$ cat src/rtl/zoom_pkg.sv
`default_nettype none
// ============================================================================
// Module   : zoom_pkg
// Purpose  : Shared definitions for the zoom job controller, the zoom
//            datapath and the command front end: controller state encoding,
//            algorithm codes and zoom-level limits.
// Revision : 1.0 - initial release
// ============================================================================
package zoom_pkg;

    // Controller states
    typedef enum logic [1:0] {
        ST_IDLE  = 2'd0,
        ST_CLEAR = 2'd1,
        ST_RUN   = 2'd2,
        ST_SWAP  = 2'd3
    } zoom_state_t;

    // Algorithm codes driven to the datapath algorithm_select
    localparam logic [1:0] ALG_NN  = 2'd0;
    localparam logic [1:0] ALG_PR  = 2'd1;
    localparam logic [1:0] ALG_DEC = 2'd2;
    localparam logic [1:0] ALG_BA  = 2'd3;

    // Zoom levels 0..ZOOM_MAX are legal; ZOOM_DEFAULT is 1x
    localparam logic [2:0] ZOOM_MAX     = 3'd4;
    localparam logic [2:0] ZOOM_DEFAULT = 3'd2;

    function automatic logic zoom_is_valid(input logic [2:0] zoom);
        return (zoom <= ZOOM_MAX);
    endfunction

endpackage
`default_nettype wire

$ cat src/rtl/zoom_job_timer.sv
`default_nettype none
// ============================================================================
// Module   : zoom_job_timer
// Purpose  : Saturating cycle counter with synchronous clear, count enable
//            and a terminal-count flag. Used for both the settle delay and
//            the RUN watchdog.
// Ports    : clk, rst_n        clock, async active-low reset
//            clr               synchronous clear (wins over en)
//            en                count enable
//            term              terminal count to compare against
//            count             current count
//            count_inc         count + 1, saturated at all-ones
//            at_term           current cycle is the term-th counted cycle
// Revision : 1.0 - initial release
// ============================================================================
module zoom_job_timer #(
    parameter int CNT_W = 19
) (
    input  logic             clk,
    input  logic             rst_n,
    input  logic             clr,
    input  logic             en,
    input  logic [CNT_W-1:0] term,
    output logic [CNT_W-1:0] count,
    output logic [CNT_W-1:0] count_inc,
    output logic             at_term
);

    // count holds the number of cycles already completed, so count_inc is
    // the ordinal of the cycle in progress.
    assign count_inc = (count == '1) ? count : count + 1'b1;
    assign at_term   = (count_inc >= term);

    always_ff @(posedge clk or negedge rst_n) begin
        if (!rst_n) begin
            count <= '0;
        end else if (clr) begin
            count <= '0;
        end else if (en) begin
            count <= count_inc;
        end
    end

endmodule
`default_nettype wire

$ cat src/rtl/zoom_job_controller.sv
`default_nettype none
// ============================================================================
// Module   : zoom_job_controller
// Purpose  : Runs one zoom job at a time: accepts and validates a command,
//            holds algorithm/zoom stable, sequences datapath enable through
//            CLEAR and RUN, supervises RUN with a watchdog and finishes with
//            a double-buffer swap handshake.
// Ports    : cmd_valid/cmd_ready/cmd_alg/cmd_zoom  command handshake
//            abort                                 cancel active job (level)
//            dp_enable/dp_alg/dp_zoom/dp_done      datapath control
//            swap_req/swap_ack/front_bank          display bank swap
//            busy/job_done/err_invalid/err_timeout status
//            last_cycles                           RUN length of last job
// Revision : 1.0 - initial release
// ============================================================================
module zoom_job_controller
    import zoom_pkg::*;
#(
    parameter int TIMEOUT_CYCLES = 400000,
    parameter int SETTLE_CYCLES  = 2,
    parameter int CNT_W          = $clog2(TIMEOUT_CYCLES + 1)
) (
    input  logic             clk,
    input  logic             rst_n,
    input  logic             cmd_valid,
    output logic             cmd_ready,
    input  logic [1:0]       cmd_alg,
    input  logic [2:0]       cmd_zoom,
    input  logic             abort,
    output logic             dp_enable,
    output logic [1:0]       dp_alg,
    output logic [2:0]       dp_zoom,
    input  logic             dp_done,
    output logic             swap_req,
    input  logic             swap_ack,
    output logic             front_bank,
    output logic             busy,
    output logic             job_done,
    output logic             err_invalid,
    output logic             err_timeout,
    output logic [CNT_W-1:0] last_cycles
);

    localparam logic [CNT_W-1:0] C_SETTLE  = CNT_W'(SETTLE_CYCLES);
    localparam logic [CNT_W-1:0] C_TIMEOUT = CNT_W'(TIMEOUT_CYCLES);

    zoom_state_t      r_state;
    logic             w_timer_clr;
    logic             w_timer_en;
    logic [CNT_W-1:0] w_timer_term;
    logic [CNT_W-1:0] w_count;
    logic [CNT_W-1:0] w_count_inc;
    logic             w_at_term;
    logic             w_done_ok;

    assign cmd_ready = (r_state == ST_IDLE);

    // The timer is held clear in IDLE and cleared again on the CLEAR->RUN
    // transition, so during RUN it counts completed RUN cycles.
    always_comb begin
        w_timer_clr  = (r_state == ST_IDLE) || ((r_state == ST_CLEAR) && w_at_term);
        w_timer_en   = (r_state == ST_CLEAR) || (r_state == ST_RUN);
        w_timer_term = (r_state == ST_CLEAR) ? C_SETTLE : C_TIMEOUT;
    end

    zoom_job_timer #(
        .CNT_W (CNT_W)
    ) u_timer (
        .clk       (clk),
        .rst_n     (rst_n),
        .clr       (w_timer_clr),
        .en        (w_timer_en),
        .term      (w_timer_term),
        .count     (w_count),
        .count_inc (w_count_inc),
        .at_term   (w_at_term)
    );

    // A done left over from the previous job can still be high in the first
    // RUN cycle (count == 0), so it is only honoured from the second cycle.
    assign w_done_ok = dp_done && (w_count != '0);

    always_ff @(posedge clk or negedge rst_n) begin
        if (!rst_n) begin
            r_state     <= ST_IDLE;
            dp_enable   <= 1'b0;
            dp_alg      <= ALG_NN;
            dp_zoom     <= ZOOM_DEFAULT;
            swap_req    <= 1'b0;
            front_bank  <= 1'b0;
            busy        <= 1'b0;
            job_done    <= 1'b0;
            err_invalid <= 1'b0;
            err_timeout <= 1'b0;
            last_cycles <= '0;
        end else begin
            job_done    <= 1'b0;
            err_invalid <= 1'b0;
            case (r_state)
                ST_IDLE: begin
                    if (cmd_valid) begin
                        if (zoom_is_valid(cmd_zoom)) begin
                            dp_alg      <= cmd_alg;
                            dp_zoom     <= cmd_zoom;
                            err_timeout <= 1'b0;
                            busy        <= 1'b1;
                            r_state     <= ST_CLEAR;
                        end else begin
                            err_invalid <= 1'b1;
                        end
                    end
                end
                ST_CLEAR: begin
                    if (abort) begin
                        busy    <= 1'b0;
                        r_state <= ST_IDLE;
                    end else if (w_at_term) begin
                        dp_enable <= 1'b1;
                        r_state   <= ST_RUN;
                    end
                end
                ST_RUN: begin
                    // Priority: done, then abort, then watchdog
                    if (w_done_ok) begin
                        last_cycles <= w_count_inc;
                        dp_enable   <= 1'b0;
                        swap_req    <= 1'b1;
                        r_state     <= ST_SWAP;
                    end else if (abort) begin
                        dp_enable <= 1'b0;
                        busy      <= 1'b0;
                        r_state   <= ST_IDLE;
                    end else if (w_at_term) begin
                        err_timeout <= 1'b1;
                        dp_enable   <= 1'b0;
                        busy        <= 1'b0;
                        r_state     <= ST_IDLE;
                    end
                end
                ST_SWAP: begin
                    // Abort is deliberately ignored: a started swap completes
                    if (swap_ack) begin
                        swap_req   <= 1'b0;
                        front_bank <= ~front_bank;
                        job_done   <= 1'b1;
                        busy       <= 1'b0;
                        r_state    <= ST_IDLE;
                    end
                end
                default: begin
                    r_state <= ST_IDLE;
                end
            endcase
        end
    end

endmodule
`default_nettype wire

$ cat config.mk
export PLATFORM = sky130hd
export DESIGN_NAME = zoom_job_controller
export DESIGN_NICKNAME = d
export VERILOG_FILES = /design/src/rtl/zoom_pkg.sv /design/src/rtl/zoom_job_timer.sv /design/src/rtl/zoom_job_controller.sv
export SDC_FILE = /design/constraint.sdc
export NUM_CORES = 1
export LEC_CHECK = 0
export CAP_MARGIN = 20
export CORE_UTILIZATION = 31
export DETAILED_ROUTE_END_ITERATION = 8
export PLACE_DENSITY = 0.61
export SLEW_MARGIN = 10
export SYNTH_ARGS = -nofsm -noshare
export SYNTH_HDL_FRONTEND = slang
export SYNTH_HIERARCHICAL = 1
export SYNTH_SLANG_ARGS = --single-unit
$ cat constraint.sdc
create_clock -name clk -period 6.85 [get_ports clk]
set_input_delay 1.7125 -clock clk [delete_from_list [all_inputs] [get_ports clk]]
set_output_delay 1.7125 -clock clk [all_outputs]
set_load 0.05 [all_outputs]
run_1/logic_types.png
Scale: 4 px per micron.
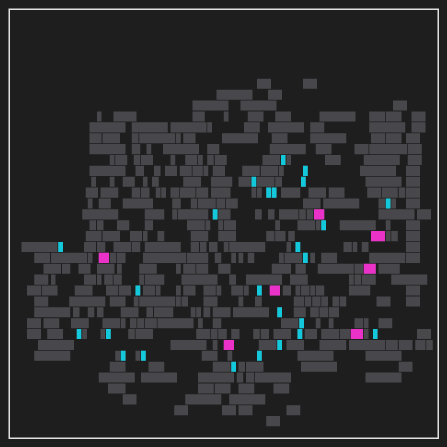
[non-inverting ao/oa cells] magenta | cells: 7 | most used: a21o_1
[inv cells] cyan | cells: 25 | most used: inv_1

run_1/layer_met3.png
Scale: 2 px per micron.
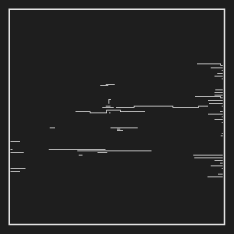
longest straight run: 36.8 microns
share of all routed wire: 4.6%
main direction: horizontal

run_1/layer_met2.png
Scale: 2 px per micron.
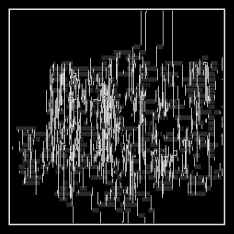
longest straight run: 41.1 microns
main direction: vertical
share of all routed wire: 48%
nets with wire on the layer: 355
wire length on this layer: 3620 microns

==> CHANGELOG.md, run 1 <==
### Changed

- Status: completed
- Detailed Place HPWL: between 5 and 6 mm
- Synth warnings: 6
- I/O pin count: 43
- Pwr/cell area: about 300 mW/mm^2
- Tmin final: roughly 4.7 ns
- Syn Inst Count: roughly 340
- Max stage delay cell, worst path: a21o_1
- Adder-cell share of the synthesized area: just under 9%
- CTS Root Cell: clkbuf_8
- Complex Gates by Area: 13.1%
- Drc violations: 0
- IO buf count: 42
- Number of max-cap violations: 0
- Final Net Count: ~420
- Delay-heaviest family, CP: simple AND/OR/NAND/NOR gates
- Num rows: 37
- Final wirelength: 7.48 mm
- Synthesized cell area: around 0.0034 sq mm
- Leak: ~0.0019 uW
- Area growth syn-to-layout: 19.8%
- Final Hold Violating Endpoints: 0
- Chip Width: 107 microns
- Max FO, Critical Path: 19
- Sw Share: approximately 43%
- Overflow after GRT: 0
- Post-CTS setup buffer count: 0
- Internal power: 705 uW
- Net Sw Power: 532 uW
- Largest cells by area: dfrtp_1, ha_1, mux2_2, xor2_1, xnor2_1
- Clock transition at path regs: roughly 0.1 ns
- Vias in the first global route: ~2600
- Most frequent cells after synthesis: dfrtp_1, nor2_1, inv_1, mux2_2, nand2_1
- Final setup viols: 0
- Largest net degree at the start of global routing: ~53
- Total clock sinks: between 50 and 60
- Crit-path cells: nand4_2 > nor4_4 > nand2_1 > and3_1 > xor2_1 > ha_1 > nand2_1 > nor4_1 > o21ai_0 > a21oi_1 > a21o_1 > nor2_1 > o21ai_0 > a41oi_1
- #FFs+latches synth: roughly 52
- Clk pwr share: between 10% and 20%
- Post-synthesis sequential area ratio: a little under two fifths
- Reg2reg path depth: 14
- Final ANT Viol Nets: 0
- Slew @ Worst Pin: 0.851 ns
- GR Util All Layers: 13.9%
- WP buf/inv: 0
run 1: power groups by stage:
| stage | Combinational (uW) | Clock (uW) | Sequential (uW) |
|---|---|---|---|
| 4_1_cts | 615 | 241 | 393 |
| 3_3_place_gp | 601 | 0 | 397 |
| 3_5_place_dp | 613 | 0 | 400 |
| 5_1_grt | 661 | 255 | 400 |
| 2_1_floorplan | 316 | 0 | 523 |
| 6_report | 611 | 232 | 393 |
run 1: path summary, 6_finish.rpt:
kind                                   from           endpoint
setup / recovery           u_timer/count[8]  u_timer/count[17]
min in group asynchronous             rst_n           swap_req
max in group asynchronous             rst_n   u_timer/count[2]
setup reg to reg           u_timer/count[8]  u_timer/count[17]
hold reg to reg                  front_bank         front_bank
hold / removal                   front_bank         front_bank
run 1: logic make-up after synthesis:
family	Yosys count
DFF	52
muxes	27
adders and majority gates	24
other	1
AOI/OAI and AO/OA	59
and+or+nand+nor	109
xor gates and xnor gates	29
buffers and inverters	39
run 1: per-layer routing:
layer | global-route usage [%] | up-vias | share of wire, %
li1 | - | 1274 | -
met1 | 18.3 | 1259 | 46
met2 | 23.8 | 62 | 48
met3 | 2.55 | 6 | 4.6
met4 | 3.03 | 0 | 0.80
met5 | 0 | - | 0
run 1: stage by stage:
step	hold slack [ns]	worst slack [ns]	total power [uW]
5_1_grt	0.519	1.89	1320
3_3_place_gp	0.460	2.45	998
3_5_place_dp	0.470	2.32	1010
6_report	0.479	2.17	1240
4_1_cts	0.485	2.28	1250
2_1_floorplan	0.508	3.40	839
run 1: layout make-up:
class	count	area (sq um)
clock buffer	7	96.3
clock inverter	1	30.0
fill	1065	6420
inverter	25	93.8
multi-input combinational	260	1970
sequential	52	1300
tap	136	170
timing repair buffer	43	423
--- run 2 (diff from run 1) ---
clock period = 4.4 ns   (was 6.85 ns; I/O delays follow)
run_2/layer_met3.png
Scale: 2 px per micron.
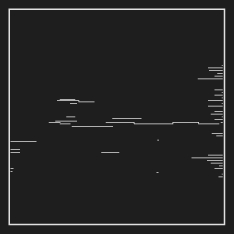
wire length on this layer: 302 microns
share of all routed wire: 4.0%
longest straight run: 20.2 microns
nets with wire on the layer: 40

run_2/congestion.png
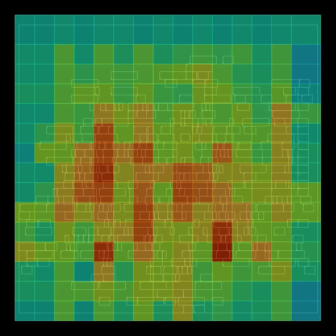
fin util: 39.0%
Top Usage Layer GRT: met2

run_2/sizes.png
Scale: 4 px per micron.
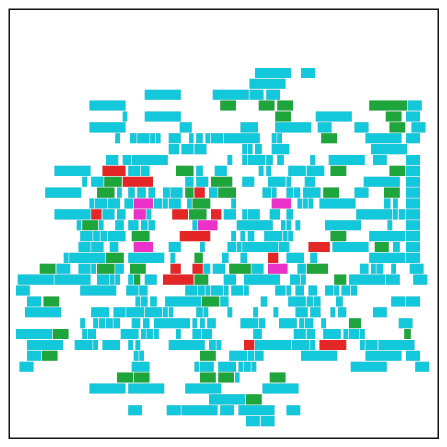
[_0 and _1 cells] cyan | cells: 326 | share: 83% | most used: dfrtp_1
[_2 cells] green | cells: 47 | share: 12% | most used: mux2_2
[_6 and larger] magenta | cells: 6 | share: 1.5% | most used: clkbuf_8
[_3 and _4 cells] red | cells: 14 | share: 3.6% | most used: buf_4

==> run 2 against run 1 <==
  * Combinational power up about 60%
  * Power up 51%
  * Via count shrank 0.23%
  * Register-to-register slack got worse by 1.8 ns
  * Clock power is 21% higher
  * Utilization rose by 0.12 points
  * Non-clock buffer count rose by 5
  * Area after synthesis stayed put
==> CHANGELOG.md, run 2 <==
### Changed

- Chip Width: between 100 and 150 microns
- Max stage delay cell, worst path: dfrtp_1
- Register area: around 0.0013 sq mm
- Final Net Count: 427
- Slew @ Worst Pin: 0.828 ns
- Final wirelength: roughly 7.5 mm
- Reg2reg path depth: 16
- Post-synthesis sequential area ratio: a little under two fifths
- Post-route cell area: 0.00410 sq mm
- CTS Root Cell: clkbuf_8
- Top sig layer: met4
- Synth warnings: 6
- Final setup viols: 0
- Max FO, Critical Path: 14
- IO buf count: approximately 42
- Final Hold Violating Endpoints: 0
- Clk ins delay skew pair: roughly 0.31 ns
- FILL cells: ~1100
- Synthesized cell area: around 0.0034 sq mm
- Num rows: 37
- Initial DRT Pass Iterations: 4
- Total clock sinks: 52
- Hold Path Origin: front_bank
- Die height: approximately 110 microns
- Logic area: between 0.0015 and 0.002 sq mm
- Overflow after GRT: 0
- Status: completed
- Detailed Place HPWL: ~5.9 mm
- Pwr/cell area: 455 mW/mm^2
- Largest net degree at the start of global routing: 29
- Met2 wire len: 3.65 mm
- Area growth syn-to-layout: 20.2%
- Most frequent cells after synthesis: dfrtp_1, nor2_1, inv_1, mux2_2, nand2_1
- Drc violations: 0
- GR Util All Layers: ~14%
- R2r setup slk: 0.32 ns
- Hold EP: front_bank
- Final ANT Viol Nets: 0
- Largest cells by area: dfrtp_1, ha_1, mux2_2, xor2_1, xnor2_1
- Syn Inst Count: around 340
- Leak: about 0.0019 uW
- Post-CTS setup buffer count: 0
- Number of max-cap violations: 0
- Tmin final: between 4 and 5 ns
- Pwr Total: between 1500 and 2000 uW
==> run 2: cell counts after synthesis <==
No cell type changed its count.
==> run 2: worst max path at each step <==
stage	from	endpoint	depth (start not counted)
floorplan	u_timer/count[8]	busy	16
global placement	u_timer/count[8]	busy	14
detailed placement	u_timer/count[8]	r_state[1]	15
CTS	u_timer/count[8]	r_state[1]	15
global route	u_timer/count[1]	r_state[1]	16
finish	u_timer/count[1]	r_state[1]	16
==> run 2: cell type report <==
cell class | count | share of cell area [%]
multi-input combinational | 260 | 48.3
inverter | 25 | 2.29
clock inverter | 3 | 0.519
sequential | 52 | 31.8
tap | 136 | 4.15
timing repair buffer | 48 | 11.2
clock buffer | 5 | 1.68
==> run 2: cells by family after synthesis <==
logic type	share of synthesized area [%]
buffers and inverters	5.25
adders and majority gates	8.81
and+or+nand+nor	18.1
muxes	8.99
xor gates and xnor gates	7.45
DFF	38.2
other	0.110
AOI/OAI and AO/OA	13.1
==> run 2: critical path: cells and delay by family (launching register included) <==
kind            cells  cell delay, ns
fa+ha+maj           2            0.57
xor+xnor            1            0.16
flops               1            0.45
simple gates        8            1.71
compound gates      5            1.07
==> run 2: per-layer routing <==
layer / vias to the layer above / GRT usage, %
li1: 1298 / -
met1: 1235 / 18.3
met2: 58 / 23.7
met3: 4 / 2.61
met4: 0 / 2.64
met5: - / 0
==> run 2: where the power goes <==
part	internal (uW)	total, uW	switching [uW]	leakage [uW]
clock	113	281	168	0.0000445
combinational	360	977	616	0.00116
sequential	556	608	51.5	0.000696
==> run 2: per-stage QoR <==
stage	hold slack, ns	worst slack, ns	util, %
after floorplan	0.508	0.948	-
after global placement	0.460	0.293	38.0
after detailed placement	0.473	0.254	38.0
after CTS	0.488	0.232	38.9
after global routing	0.498	-0.0000515	39.0
final	0.485	0.321	39.0
Power and IR drop assume default switching activity.
